File: src/rtl/enc_pkg.sv
// Shared constants for the quadrature encoder input conditioner.
package enc_pkg;
   localparam int   DEBOUNCE_DEFAULT = 50000;
   localparam int   ENC_ERR_W        = 8;
   localparam logic IDLE_LEVEL       = 1'b1;
endpackage

File: src/rtl/enc_conditioner_debounce_chan.sv
// One encoder channel: two-flop synchroniser, mismatch counter and clean output level.
module debounce_chan
   import enc_pkg::*;
#(
   parameter int DEBOUNCE_CYCLES = DEBOUNCE_DEFAULT
) (
   input  logic clk_i,
   input  logic reset_i,
   input  logic raw_i,
   output logic level_o,
   output logic upd_o
);
   localparam int CW = (DEBOUNCE_CYCLES > 1) ? $clog2(DEBOUNCE_CYCLES) : 1;
   localparam logic [CW-1:0] TERM = CW'(DEBOUNCE_CYCLES - 1);

   logic          s1_q, s2_q;
   logic          out_q, out_d;
   logic          upd_q, upd_d;
   logic [CW-1:0] cnt_q, cnt_d;

   // Any sample matching the current level restarts the count, so bounces never accumulate.
   always_comb begin
      cnt_d = cnt_q;
      out_d = out_q;
      upd_d = 1'b0;
      if (s2_q == out_q) begin
         cnt_d = '0;
      end else if (cnt_q == TERM) begin
         out_d = s2_q;
         cnt_d = '0;
         upd_d = 1'b1;
      end else begin
         cnt_d = cnt_q + CW'(1);
      end
   end

   always_ff @(posedge clk_i) begin
      if (reset_i) begin
         s1_q  <= IDLE_LEVEL;
         s2_q  <= IDLE_LEVEL;
         out_q <= IDLE_LEVEL;
         upd_q <= 1'b0;
         cnt_q <= '0;
      end else begin
         s1_q  <= raw_i;
         s2_q  <= s1_q;
         out_q <= out_d;
         upd_q <= upd_d;
         cnt_q <= cnt_d;
      end
   end

   assign level_o = out_q;
   assign upd_o   = upd_q;
endmodule

File: src/rtl/enc_conditioner.sv
// Encoder input conditioner: per-channel debounce, change/illegal-jump pulses and a
// saturating illegal-jump counter.
module enc_conditioner
   import enc_pkg::*;
#(
   parameter int DEBOUNCE_CYCLES = DEBOUNCE_DEFAULT,
   parameter int ERR_W           = ENC_ERR_W
) (
   input  logic             clk,
   input  logic             reset,
   input  logic             a_raw,
   input  logic             b_raw,
   input  logic             clr_err,
   output logic             a,
   output logic             b,
   output logic             changed,
   output logic             err,
   output logic [ERR_W-1:0] err_count
);
   logic             upd_a, upd_b;
   logic [ERR_W-1:0] err_cnt_q, err_cnt_d;

   debounce_chan #(.DEBOUNCE_CYCLES(DEBOUNCE_CYCLES)) u_chan_a (
      .clk_i   (clk),
      .reset_i (reset),
      .raw_i   (a_raw),
      .level_o (a),
      .upd_o   (upd_a)
   );

   debounce_chan #(.DEBOUNCE_CYCLES(DEBOUNCE_CYCLES)) u_chan_b (
      .clk_i   (clk),
      .reset_i (reset),
      .raw_i   (b_raw),
      .level_o (b),
      .upd_o   (upd_b)
   );

   // Strobes are already registered in the channels, so these pulses line up with a/b.
   assign changed = upd_a | upd_b;
   assign err     = upd_a & upd_b;

   always_comb begin
      err_cnt_d = err_cnt_q;
      if (clr_err) begin
         err_cnt_d = '0;
      end else if (err && (err_cnt_q != '1)) begin
         err_cnt_d = err_cnt_q + ERR_W'(1);
      end
   end

   always_ff @(posedge clk) begin
      if (reset) begin
         err_cnt_q <= '0;
      end else begin
         err_cnt_q <= err_cnt_d;
      end
   end

   assign err_count = err_cnt_q;
endmodule

File: config.mk
export PLATFORM = sky130hd
export DESIGN_NAME = enc_conditioner
export DESIGN_NICKNAME = d
export VERILOG_FILES = /design/src/rtl/enc_pkg.sv /design/src/rtl/enc_conditioner_debounce_chan.sv /design/src/rtl/enc_conditioner.sv
export SDC_FILE = /design/constraint.sdc
export NUM_CORES = 1
export LEC_CHECK = 0
export CAP_MARGIN = 20
export CORE_MARGIN = 2
export CORE_UTILIZATION = 30
export CTS_CLUSTER_SIZE = 10
export DETAILED_ROUTE_END_ITERATION = 12
export SETUP_SLACK_MARGIN = 0.4
export SLEW_MARGIN = 30
export SYNTH_ARGS = -nofsm -noshare
export SYNTH_HDL_FRONTEND = slang
export SYNTH_HIERARCHICAL = 1
export SYNTH_SLANG_ARGS = --single-unit
export TNS_END_PERCENT = 20
File: constraint.sdc
create_clock -name clk -period 2.4 [get_ports clk]
set_input_delay 0.6 -clock clk [delete_from_list [all_inputs] [get_ports clk]]
set_output_delay 0.6 -clock clk [all_outputs]
set_load 0.05 [all_outputs]
Figure 1. Routed metal, one colour a layer (run 1).
Two of the layers only.
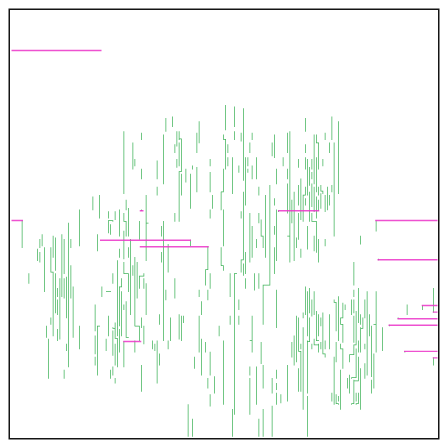
- magenta: M3 (wire length 119 um)
- green: M2 (wire length 1680 um)
WL per Instance: 10.8 um
WL final: 3750 um
GRT Total Usage: 0.109
vias after detailed routing: 1633

Figure 2. Port wiring (run 1).
The bar under the picture is 20 um long.
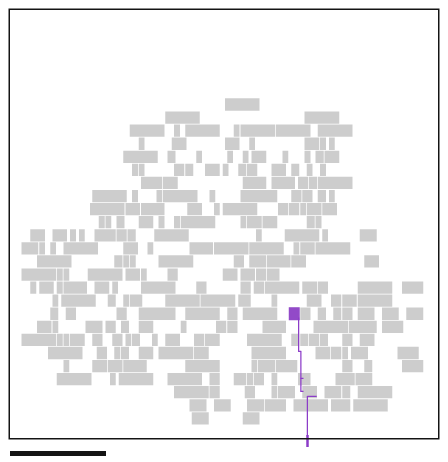
- purple: err (direction output; end cells 1; wire 26.9 um)

==> GITHUB_STEP_SUMMARY, run 1 <==
## Implementation flow summary

| Metric | Value |
|---|---|
| Fin. max-slew vios | `0` |
| TritonCTS clock tree | `built` |
| PortBufs | `16` |
| Final cell count without fillers | `349` |
| Flop count | `~48` |
| Tmin final | `approximately 2200 ps` |
| Post-CTS Setup Bufs | `0` |
| Syn. warnings | `6` |
| Gr ovfl total | `0` |
| Top area contributor share | `0.443` |
| Final hold vios | `0` |
| Fmax | `~460 MHz` |
| Cell Type Count | `37` |
| Syn nets | `between 200 and 250` |
| WP depth | `1` |
| Critical path endpoint category | `output pin` |
| Clock Pin Slew Worst Setup and Hold Paths | `90 ps` |
| Rows | `30` |
| Nonclk buf count | `20` |
| Status | `finished, final reports clean` |
| Worst path top cell family by delay | `buffers and inverters` |
| DP HPWL | `~2700 um` |
| Largest net degree at the start of global routing | `17` |
| First-pass DRT Iterations | `4` |
| Fin util | `0.364` |
| Met3 WL | `between 100 and 150 um` |
| CP required | `~1800 ps` |
| Comb. pwr | `0.0000254 W` |
| Yosys Chip Area | `between 0.002 and 0.0025 mm^2` |
| WHS | `between 400 and 500 ps` |
| Critical path origin | `err_count[7]` |
| Number of enable flip-flop cells | `0` |
| WP data arrival | `1570 ps` |
| Leading cell kind | `logic gates` |
| P_leak | `0.844 nW` |
| DRT antenna net count | `0` |
| Sequential cell area | `961 um^2` |
| Comb pwr share | `0.019` |
| Ys cells | `between 200 and 250` |
| Critical-path cell list | `clkdlybuf4s50_1` |
| Routed vias/inst | `approximately 4.7` |
| Top cells, area | `dfxtp_1 (44%), xnor2_1 (11%), nor2_1 (7.1%)` |
| Worst slew pin tran | `just over 500 ps` |
| GR Util met3 | `0.0249` |
| 1st-iter DRT viols | `approximately 67` |
| Metal-1 WL | `about 1900 um` |
| Commonest Layout Cell | `dfxtp_1` |
| Tool warnings | `28` |
| Worst hold path depth | `1` |
| Worst Hold End | `u_chan_b/s2_q` |
| Setup_tns | `0 ps` |
| DR top layer | `met4` |
| Inst Count DP | `341` |
| Comb area share | `0.443` |
| Fillers | `about 750` |
| Ys flops | `48` |
| Clk buf depth | `2` |
| Wire length on met2 | `1680 um` |
| Post-synth seq share | `0.443` |
| Simple-gate area share of the yosys netlist | `0.318` |
| Chip height | `about 89 um` |
| Multi-In Gates | `around 170` |
| Synth Area in XOR/XNOR | `0.121` |
| Post-Layout Inst Area | `roughly 0.0025 mm^2` |
| RSZ-0062 raised after global routing | `true` |
| Die width | `approximately 90 um` |
| Startpoint Class | `flip-flop` |
| Sw Pwr | `~0.00027 W` |
Figure 3. Met1 routing (run 1).
The bar under the picture is 20 um long. Supply wires on this layer in grey. Cells faint in the background.
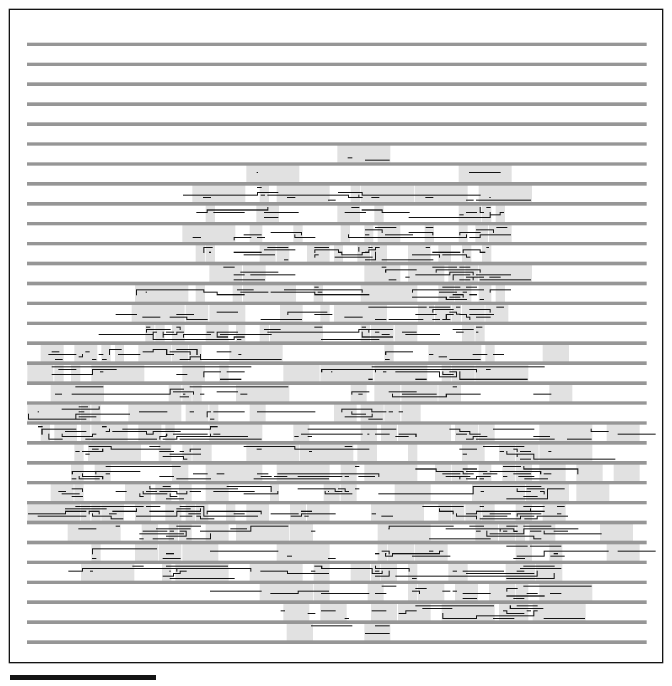
- nets with wire on the layer: 235
- main direction: horizontal
- share of all routed wire: 50%

Figure 4. Track usage over the die (run 1).
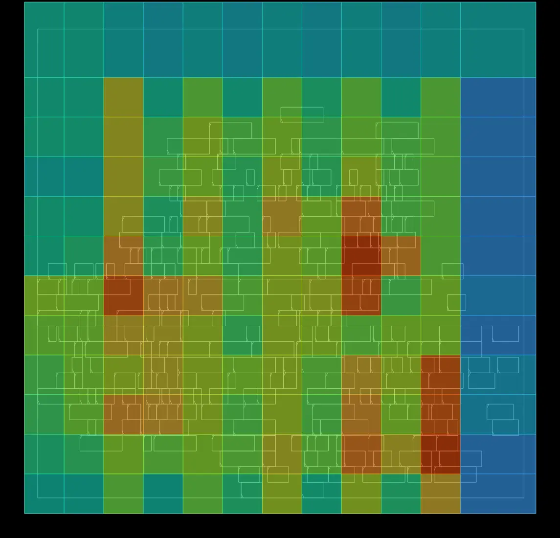

==> run 1 -> run 2 <==
Settings changed: PLACE_DENSITY_LB_ADDON set to 0.25.
Figure 5. Track usage over the die (run 2).
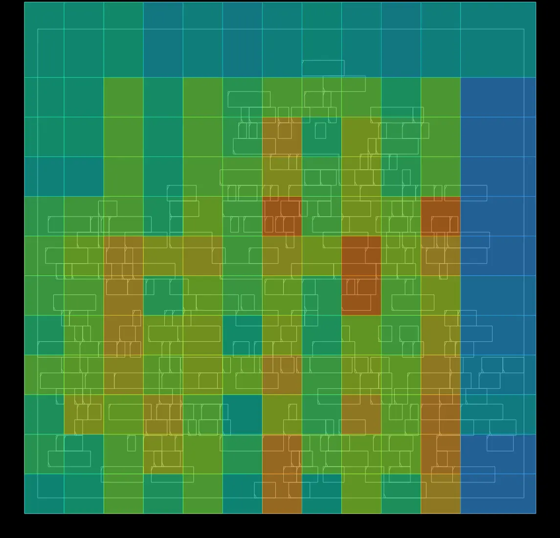
WL per Instance: 10.8 um
met1 Use GR: 0.133
GRT Total Usage: 0.107

Figure 6. Routed metal, one colour a layer (run 2).
Two of the layers only.
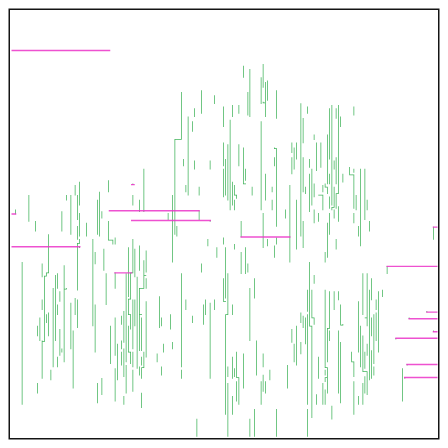
- green: M2 (wire length 1700 um)
- magenta: M3 (wire length 125 um)

==> GITHUB_STEP_SUMMARY, run 2 <==
## Implementation flow summary

| Metric | Value |
|---|---|
| Comb pwr share | `0.020` |
| Fmax | `between 400 and 500 MHz` |
| Post-synth seq share | `0.443` |
| Tool warnings | `28` |
| Chip height | `89.0 um` |
| Largest net degree at the start of global routing | `17` |
| Cell Type Count | `37` |
| DRT antenna net count | `0` |
| Clk buf depth | `2` |
| Final cell count without fillers | `351` |
| GR Util met3 | `0.0295` |
| Final hold vios | `0` |
| Flop count | `48` |
| Slowest stage delay, CP | `between 800 and 900 ps` |
| DR top layer | `met4` |
| Inst Count DP | `roughly 340` |
| Top cells, area | `dfxtp_1 (44%), xnor2_1 (11%), nor2_1 (7.1%)` |
| Rows | `30` |
| Fillers | `between 700 and 800` |
| Worst slew pin tran | `between 500 and 600 ps` |
| Gr ovfl total | `0` |
| Comb. pwr | `approximately 0.000026 W` |
| Yosys Chip Area | `0.00217 mm^2` |
| WP depth | `1` |
| Tmin final | `approximately 2200 ps` |
| WHS | `413 ps` |
| Synth Area in XOR/XNOR | `0.121` |
| Ys flops | `between 40 and 50` |
| First-pass DRT Iterations | `4` |
| P_leak | `0.796 nW` |
| Wire length on met2 | `1700 um` |
| Status | `finished, final reports clean` |
| Nonclk buf count | `22` |
| Number of enable flip-flop cells | `0` |
| Syn. warnings | `6` |
| DP HPWL | `between 2000 and 3000 um` |
| Fin. max-slew vios | `0` |
| Sw Pwr | `roughly 0.00027 W` |
| Worst Hold End | `u_chan_a/s2_q` |
| Multi-In Gates | `approximately 170` |
| Comb area share | `0.441` |
| WP data arrival | `1590 ps` |
| Met3 WL | `roughly 120 um` |
| Setup_tns | `0 ps` |
| Critical path origin | `err_count[6]` |
| Routed vias/inst | `about 4.5` |
| Clock Pin Slew Worst Setup and Hold Paths | `roughly 90 ps` |
| Die width | `89.0 um` |
| Metal-1 WL | `around 1900 um` |
| TritonCTS clock tree | `built` |
| CP required | `1800 ps` |
| Post-CTS Setup Bufs | `0` |
| Worst hold path depth | `1` |
| Fin util | `0.365` |
| Sequential cell area | `961 um^2` |
| PortBufs | `16` |
| RSZ-0062 raised after global routing | `true` |
| Vias after detailed routing | `roughly 1600` |
| Worst path top cell family by delay | `buffers and inverters` |
| Post-Layout Inst Area | `around 0.0025 mm^2` |
==> run 2 -> run 3 <==
Settings changed: CAP_MARGIN 20 to unset.
Figure 7. Track usage over the die (run 3).
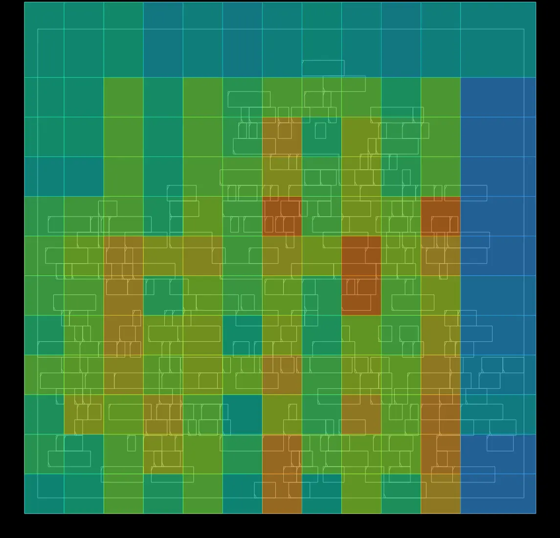
GR Util met3: 0.0295
fin util: 0.365
met2 Usage GRT: 0.176

==> GITHUB_STEP_SUMMARY, run 3 <==
## Implementation flow summary

| Metric | Value |
|---|---|
| Status | `finished, final reports clean` |
| Met1 Use GR | `0.133` |
| Worst Hold End | `u_chan_a/s2_q` |
| Comb area share | `0.441` |
| GRT Total Usage | `0.107` |
| Worst hold path depth | `1` |
| Metal-1 WL | `roughly 1900 um` |
| Fillers | `between 700 and 800` |
| Worst slack at placement | `approximately 420 ps` |
| Number of enable flip-flop cells | `0` |
| Inst Count DP | `343` |
| Tmin final | `2190 ps` |
| Syn. warnings | `6` |
| Ao+oa area frac | `0.0479` |
| Final hold vios | `0` |
| WL per Instance | `around 11 um` |
| Sequential cell area | `roughly 960 um^2` |
| Yosys Chip Area | `0.00217 mm^2` |
| Gr ovfl total | `0` |
| Worst path top cell family by delay | `buffers and inverters` |
| Post-CTS Setup Bufs | `0` |
| Comb. pwr | `~0.000026 W` |
| Main logic family | `simple AND/OR/NAND/NOR gates` |
| Top-count cell post-synth | `dfxtp_1` |
| RSZ-0062 raised after global routing | `true` |
| WL final | `3800 um` |
| Post-Layout Inst Area | `roughly 0.0025 mm^2` |
| Worst slew pin tran | `around 520 ps` |
| 1st-iter DRT viols | `approximately 70` |
| Vias after detailed routing | `between 1500 and 2000` |
| Top cells, area | `dfxtp_1 (44%), xnor2_1 (11%), nor2_1 (7.1%)` |
| Comb pwr share | `0.020` |
| Fmax | `roughly 460 MHz` |
| Chip height | `just under 90 um` |
| Largest net degree at the start of global routing | `17` |
| Slowest stage delay, CP | `roughly 840 ps` |
| Post-synth seq share | `0.443` |
| Commonest Layout Cell | `dfxtp_1` |
| Leading cell kind | `logic gates` |
| Vias in the first global route | `1530` |
| Flop count | `between 40 and 50` |
| Wire length on met2 | `between 1500 and 2000 um` |
| Die width | `between 80 and 90 um` |
| WHS | `just over 400 ps` |
| Worst slew margin | `0.650` |
| Gr busiest metal | `met2` |
| Simple-gate area share of the yosys netlist | `0.318` |
| Inverters, non-clock | `8` |
| Cell Type Count | `37` |
| Final cell count without fillers | `351` |
| DP HPWL | `2750 um` |
| Ys cells | `about 230` |
| Met3 WL | `between 100 and 150 um` |
| Critical-path cell list | `clkdlybuf4s50_1` |
| WP data arrival | `between 1500 and 2000 ps` |
| Critical path origin | `err_count[6]` |
| Placed Instance Area | `0.00243 mm^2` |
| Setup_tns | `0 ps` |
| DR top layer | `met4` |
| Syn nets | `239` |
| WP depth | `1` |
| R2R depth | `5` |
| Ys flops | `~48` |
| First-pass GRT wire length | `around 6700 um` |
| Fin. max-slew vios | `0` |
| DRT antenna net count | `0` |
| First-pass DRT Iterations | `4` |
| Nonclk buf count | `22` |
| Clock Pin Slew Worst Setup and Hold Paths | `90 ps` |
| Synth Area in XOR/XNOR | `0.121` |
| Top area contributor share | `0.443` |
| Tool warnings | `28` |
| Routed vias/inst | `4.53` |
| Multi-In Gates | `around 170` |
| CP required | `between 1500 and 2000 ps` |
| Startpoint Class | `flip-flop` |
| Clk buf depth | `2` |
| TritonCTS clock tree | `built` |
| P_leak | `between 0.7 and 0.8 nW` |
| Rows | `30` |
Figure 8. Port wiring (run 3).
The bar under the picture is 20 um long.
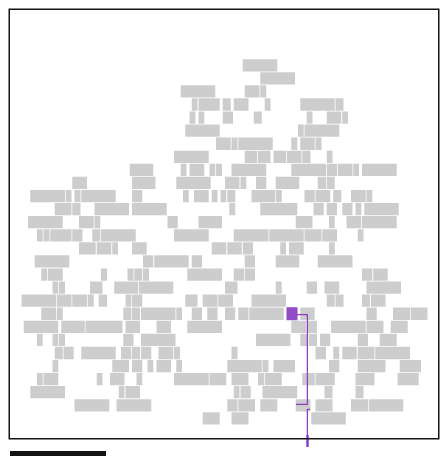
- purple: err (direction output; end cells 1; wire 29.4 um)
Ports: 17
PortBufs: 16

Power and IR drop assume default switching activity.
